**src/rtl/ifetch_unit_pkg.sv**
```systemverilog
// Shared types for the instruction-fetch stage: opcode enum, IF/ID payload,
// fetch FSM states and the canonical NOP instruction word.
package ifetch_unit_pkg;

   localparam int unsigned XLEN = 32;

   // addi x0,x0,0
   localparam logic [XLEN-1:0] NOP_INST = 32'h0000_0013;

   typedef enum logic [6:0] {
      op_lui   = 7'b0110111,
      op_auipc = 7'b0010111,
      op_jal   = 7'b1101111,
      op_jalr  = 7'b1100111,
      op_br    = 7'b1100011,
      op_load  = 7'b0000011,
      op_store = 7'b0100011,
      op_imm   = 7'b0010011,
      op_reg   = 7'b0110011,
      op_csr   = 7'b1110011
   } rv32i_opcode;

   typedef struct packed {
      logic            valid;
      logic [XLEN-1:0] pc;
      logic [XLEN-1:0] inst;
   } if_id_packet_t;

   // REQ: fetching pc.  DROP: stale request in flight, its response is discarded.
   typedef enum logic {
      REQ  = 1'b0,
      DROP = 1'b1
   } fetch_state_t;

endpackage

```
**src/rtl/ifetch_unit_skid_buf.sv**
```systemverilog
// fetch_skid_buf: one-entry holding register for a fetched instruction that
// arrived while decode was stalled.
//   clk, rst_n   clock, async active-low reset
//   load         capture load_pkt (buffer becomes valid)
//   drain        buffer contents consumed (buffer becomes empty)
//   clear        flush (redirect); wins over load and drain
//   buf_valid    buffer holds an instruction
//   buf_pkt      buffered IF/ID payload
module fetch_skid_buf
   import ifetch_unit_pkg::*;
(
   input  logic          clk,
   input  logic          rst_n,
   input  logic          load,
   input  if_id_packet_t load_pkt,
   input  logic          drain,
   input  logic          clear,
   output logic          buf_valid,
   output if_id_packet_t buf_pkt
);

   // Occupancy and payload register
   always_ff @(posedge clk or negedge rst_n) begin
      if (!rst_n) begin
         buf_valid <= 1'b0;
         buf_pkt   <= '0;
      end else if (clear) begin
         buf_valid <= 1'b0;
      end else if (load) begin
         buf_valid <= 1'b1;
         buf_pkt   <= load_pkt;
      end else if (drain) begin
         buf_valid <= 1'b0;
      end
   end

endmodule

```
**src/rtl/ifetch_unit.sv**
```systemverilog
// ifetch_unit: RV32I instruction-fetch stage. Owns the PC, drives the
// instruction-memory request, produces the IF/ID register, absorbs decode
// stalls with a one-entry skid buffer and handles EX redirects.
//   clk, rst_n                 clock, async active-low reset
//   stall                      decode cannot accept a new IF/ID value
//   redirect, redirect_pc      EX PC change request and target
//   inst_mem_read/_address     fetch request and word-aligned address
//   inst_mem_resp/_rdata       fetch response valid and instruction word
//   if_id_valid/_pc/_inst      IF/ID register
//   if_id_opcode/_funct3/_funct7  decode fields sliced from if_id_inst
module ifetch_unit
   import ifetch_unit_pkg::*;
#(
   parameter logic [31:0] RESET_PC = 32'h0000_0060,
   parameter logic [31:0] NOP_INST = 32'h0000_0013
) (
   input  logic        clk,
   input  logic        rst_n,
   input  logic        stall,
   input  logic        redirect,
   input  logic [31:0] redirect_pc,
   output logic        inst_mem_read,
   output logic [31:0] inst_mem_address,
   input  logic        inst_mem_resp,
   input  logic [31:0] inst_mem_rdata,
   output logic        if_id_valid,
   output logic [31:0] if_id_pc,
   output logic [31:0] if_id_inst,
   output logic [6:0]  if_id_opcode,
   output logic [2:0]  if_id_funct3,
   output logic [6:0]  if_id_funct7
);

   fetch_state_t  state_q, state_d;
   logic [31:0]   pc_q, pc_d;
   logic [31:0]   drop_addr_q, drop_addr_d;
   if_id_packet_t if_id_q, if_id_d;
   logic          fetch_en_q;

   logic          buf_valid, buf_load, buf_drain, buf_clear;
   if_id_packet_t buf_pkt;
   if_id_packet_t fetched_c;
   logic          read_c, fire_c;
   rv32i_opcode   opcode_c;

   // Request is held off until the first edge after reset release so that a
   // response left over from before reset can never be accepted.
   assign read_c    = fetch_en_q & ((state_q == DROP) | ~buf_valid);
   assign fire_c    = read_c & inst_mem_resp;
   assign fetched_c = {1'b1, pc_q, inst_mem_rdata};

   assign inst_mem_read    = read_c;
   assign inst_mem_address = (state_q == DROP) ? drop_addr_q : pc_q;

   assign if_id_valid  = if_id_q.valid;
   assign if_id_pc     = if_id_q.pc;
   assign if_id_inst   = if_id_q.inst;
   assign opcode_c     = rv32i_opcode'(if_id_q.inst[6:0]);
   assign if_id_opcode = opcode_c;
   assign if_id_funct3 = if_id_q.inst[14:12];
   assign if_id_funct7 = if_id_q.inst[31:25];

   fetch_skid_buf u_skid (
      .clk       (clk),
      .rst_n     (rst_n),
      .load      (buf_load),
      .load_pkt  (fetched_c),
      .drain     (buf_drain),
      .clear     (buf_clear),
      .buf_valid (buf_valid),
      .buf_pkt   (buf_pkt)
   );

   // State register
   always_ff @(posedge clk or negedge rst_n) begin
      if (!rst_n) begin
         state_q     <= REQ;
         pc_q        <= RESET_PC;
         drop_addr_q <= '0;
         if_id_q     <= '{valid: 1'b0, pc: 32'h0, inst: NOP_INST};
         fetch_en_q  <= 1'b0;
      end else begin
         state_q     <= state_d;
         pc_q        <= pc_d;
         drop_addr_q <= drop_addr_d;
         if_id_q     <= if_id_d;
         fetch_en_q  <= 1'b1;
      end
   end

   // Next-state, PC and IF/ID update
   always_comb begin
      state_d     = state_q;
      pc_d        = pc_q;
      drop_addr_d = drop_addr_q;
      if_id_d     = if_id_q;
      buf_load    = 1'b0;
      buf_drain   = 1'b0;
      buf_clear   = 1'b0;

      if (redirect) begin
         // Flush wins over stall and any same-cycle response.
         if_id_d   = '{valid: 1'b0, pc: 32'h0, inst: NOP_INST};
         buf_clear = 1'b1;
         pc_d      = redirect_pc & 32'hFFFF_FFFC;
         if (read_c && !inst_mem_resp) begin
            state_d = DROP;
            // A second redirect while dropping keeps the address of the
            // request actually in flight.
            if (state_q == REQ) begin
               drop_addr_d = pc_q;
            end
         end else begin
            state_d = REQ;
         end
      end else begin
         case (state_q)
            REQ: begin
               if (fire_c) begin
                  // Buffer is empty whenever a request is out.
                  pc_d = pc_q + 32'd4;
                  if (stall) begin
                     buf_load = 1'b1;
                  end else begin
                     if_id_d = fetched_c;
                  end
               end else if (!stall) begin
                  if (buf_valid) begin
                     if_id_d   = buf_pkt;
                     buf_drain = 1'b1;
                  end else begin
                     if_id_d = '{valid: 1'b0, pc: if_id_q.pc, inst: NOP_INST};
                  end
               end
            end
            DROP: begin
               if (fire_c) begin
                  state_d = REQ;
               end
               if (!stall) begin
                  if_id_d = '{valid: 1'b0, pc: if_id_q.pc, inst: NOP_INST};
               end
            end
            default: state_d = REQ;
         endcase
      end
   end

endmodule

```
**config.mk**
```make
export PLATFORM = sky130hd
export DESIGN_NAME = ifetch_unit
export DESIGN_NICKNAME = d
export VERILOG_FILES = /design/src/rtl/ifetch_unit_pkg.sv /design/src/rtl/ifetch_unit_skid_buf.sv /design/src/rtl/ifetch_unit.sv
export SDC_FILE = /design/constraint.sdc
export NUM_CORES = 1
export LEC_CHECK = 0
export CAP_MARGIN = 20
export CORE_MARGIN = 4
export CORE_UTILIZATION = 40
export DETAILED_ROUTE_END_ITERATION = 10
export SYNTH_ARGS = -nofsm -noshare
export SYNTH_HDL_FRONTEND = slang
export SYNTH_SLANG_ARGS = --single-unit
```
**constraint.sdc**
```tcl
create_clock -name clk -period 3.55 [get_ports clk]
set_clock_uncertainty 0.2 [all_clocks]
set_input_delay 0.71 -clock clk [delete_from_list [all_inputs] [get_ports clk]]
set_output_delay 0.71 -clock clk [all_outputs]
set_load 0.02 [all_outputs]
```
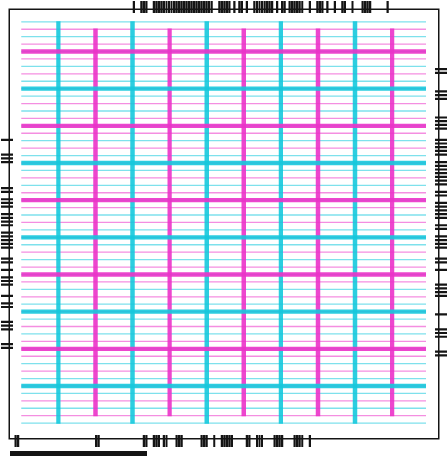
Fig. 1. PDN straps and rails.
Bar = 50 um. Pins as bars on the die edge.
colour	net
magenta	VDD
cyan	VSS
rows	54
met1 rails	55

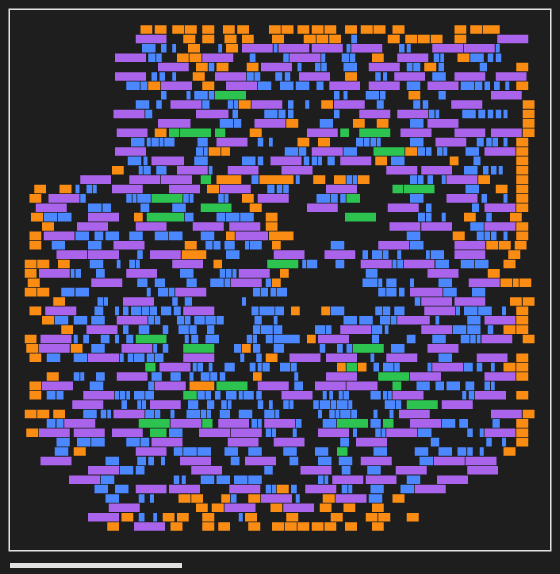
Fig. 2. Placed cells, one colour a class.
Bar = 50 um.
colour	class	cells
orange	other buffers and delay cells	202
green	clock drivers and dummy loads	32
blue	all other logic	534
purple	flip-flops	192

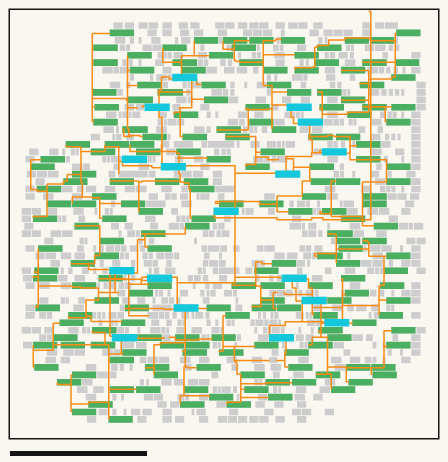
Fig. 3. Routed clock nets over the placement.
Bar = 50 um.
[green] flip-flops | count: 192
[cyan] cells driving clock nets | count: 17
[orange] clock wires | length: 2430 um
routed clock nets	18
flops lie	spread over the die

==> Changelog: implementation <==
## Implementation

* CTS H-tree lvls at 4
* Gr ovfl total at 0
* Core Util, Final at 0.527
* Row count at 54
* Post-synth EDFFs at 0
* Max-area cell share at 0.530
* Sequential share of power at 0.479
* Non-CTS buffers at 202
* Area Overhead vs Synth at 29.6%
* Setup bufs post-CTS at 0
* # nets final at 1017
* CP top delay family: buffers and inverters
* Initial antenna violation count at 1
* Post-route setup slack at 0.340 ns
* Num sequential at 192
* Int Pwr at 4.20 mW
* Clkbuf count at 18
* Final hold violation count at 0
* Final instance area at 11500 um^2
* Final HPWL DP at 15200 um
* DIE HEIGHT at 157 um
* Clk pwr share at 0.328
* Clk_lat worst skew at 0.43 ns
* Leakage at 4.76 nW
* Largest cell class: flip-flops and latches
* WS Path Type: reg2out
* Asr flop ratio synth at 1.00
* Slowest CP cell: dfrtp_2
* Leading area contributor after synthesis: dfrtp_1
* # Taps at 280
* Clk buf depth at 2
* Fp_density at 0.406
* Total of max-cap violations at 0
* Switching Fraction at 0.281
* Final wirelength at 22500 um
* Hold WS at 0.138 ns
* GRT Resource Usage Total at 0.188
* Hold crit path type: in2async
* Status: finished clean
* Worst setup EP type: output pin
* DR vias/cell at 5.19
* PostCTS Resize Cnt at 0
* Vias in the first global route at 6677
* Rel. slew slack at 0.476
* Setup WS pre-CTS at 0.513 ns
* MI comb cells at 529
* Data buffer area share at 0.178
* Sequential share of the synthesized area at 0.544
* Critical path, cell by cell: buf_12, mux2_2, clkdlybuf4s50_1
* Inst Count DP at 1208
* Iter 0 DRT Violations at 322
* Tool Warnings at 28
* Top cells by instance count after synthesis: dfrtp_1, mux2_2, nand2_1
* Final ANT Viol Nets at 0
* Worst Path Buf+Inv at 2
* Yosys cell types at 43
* DRC violations left at 0
* Post-synth area from yosys stat at 8840 um^2
* Port buffer count at 181
* # Cells Yosys at 805
* Clock buf/inv share at 0.0511
[sequential cells by signal (all words and copies together) (netlist names)]
name / flops
if_id_inst: 32
u_skid.buf_pkt: 63
u_skid.buf_valid: 1
if_id_valid: 1
drop_addr_q: 32
if_id_pc: 31
pc_q: 30
state_q: 1
fetch_en_q: 1
[worst max-delay path by stage]
stage                                  from  slack, ns                    to  cells after the start
after global routing      state_q$_DFF_PN0_       0.25   inst_mem_address[8]                      3
after global placement        inst_mem_resp       0.52  pc_q[29]$_DFFE_PN0P_                      6
after floorplan               inst_mem_resp       1.16  pc_q[31]$_DFFE_PN0P_                      5
after detailed placement      inst_mem_resp       0.51  pc_q[31]$_DFFE_PN0P_                      6
after CTS                 state_q$_DFF_PN0_       0.32   inst_mem_address[8]                      3
final                     state_q$_DFF_PN0_       0.34   inst_mem_address[8]                      3
[power by group through the flow]
stage	registers, mW	logic [mW]	clock network, mW
after detailed placement	2.84	1.14	0
after global routing	2.85	1.24	2.05
after global placement	2.81	1.12	0
after CTS	2.79	1.15	1.97
after floorplan	2.78	0.700	0
final	2.79	1.13	1.92
[worst register-to-register path: stages, from the launching register on]
cell and delay [ns]:
dfrtp_2 0.58, buf_12 0.26, and4b_1 0.34, nand2_2 0.10, or4_4 0.54, o31a_1 0.28, o31a_1 0.27
[cell families (layout without fill, tap and decap cells)]
group           Yosys count  after routing  synth area share
simple gates            215            215             0.121
flops                   192            192             0.544
compound gates          164            164             0.105
mux                     122            122             0.155
buf+inv                  84            239            0.0462
xor+xnor                 26             26            0.0258
fa+ha+maj                 1              1           0.00142
other cells               1              1          0.000424
[routing by layer]
metal  GRT usage  share of wire
met1       0.267           0.47
met3      0.0412          0.042
met2       0.296           0.48
met4      0.0450         0.0097
met5           0        0.00053
Power figures rest on the tool's default switching activity, not on a simulated workload.
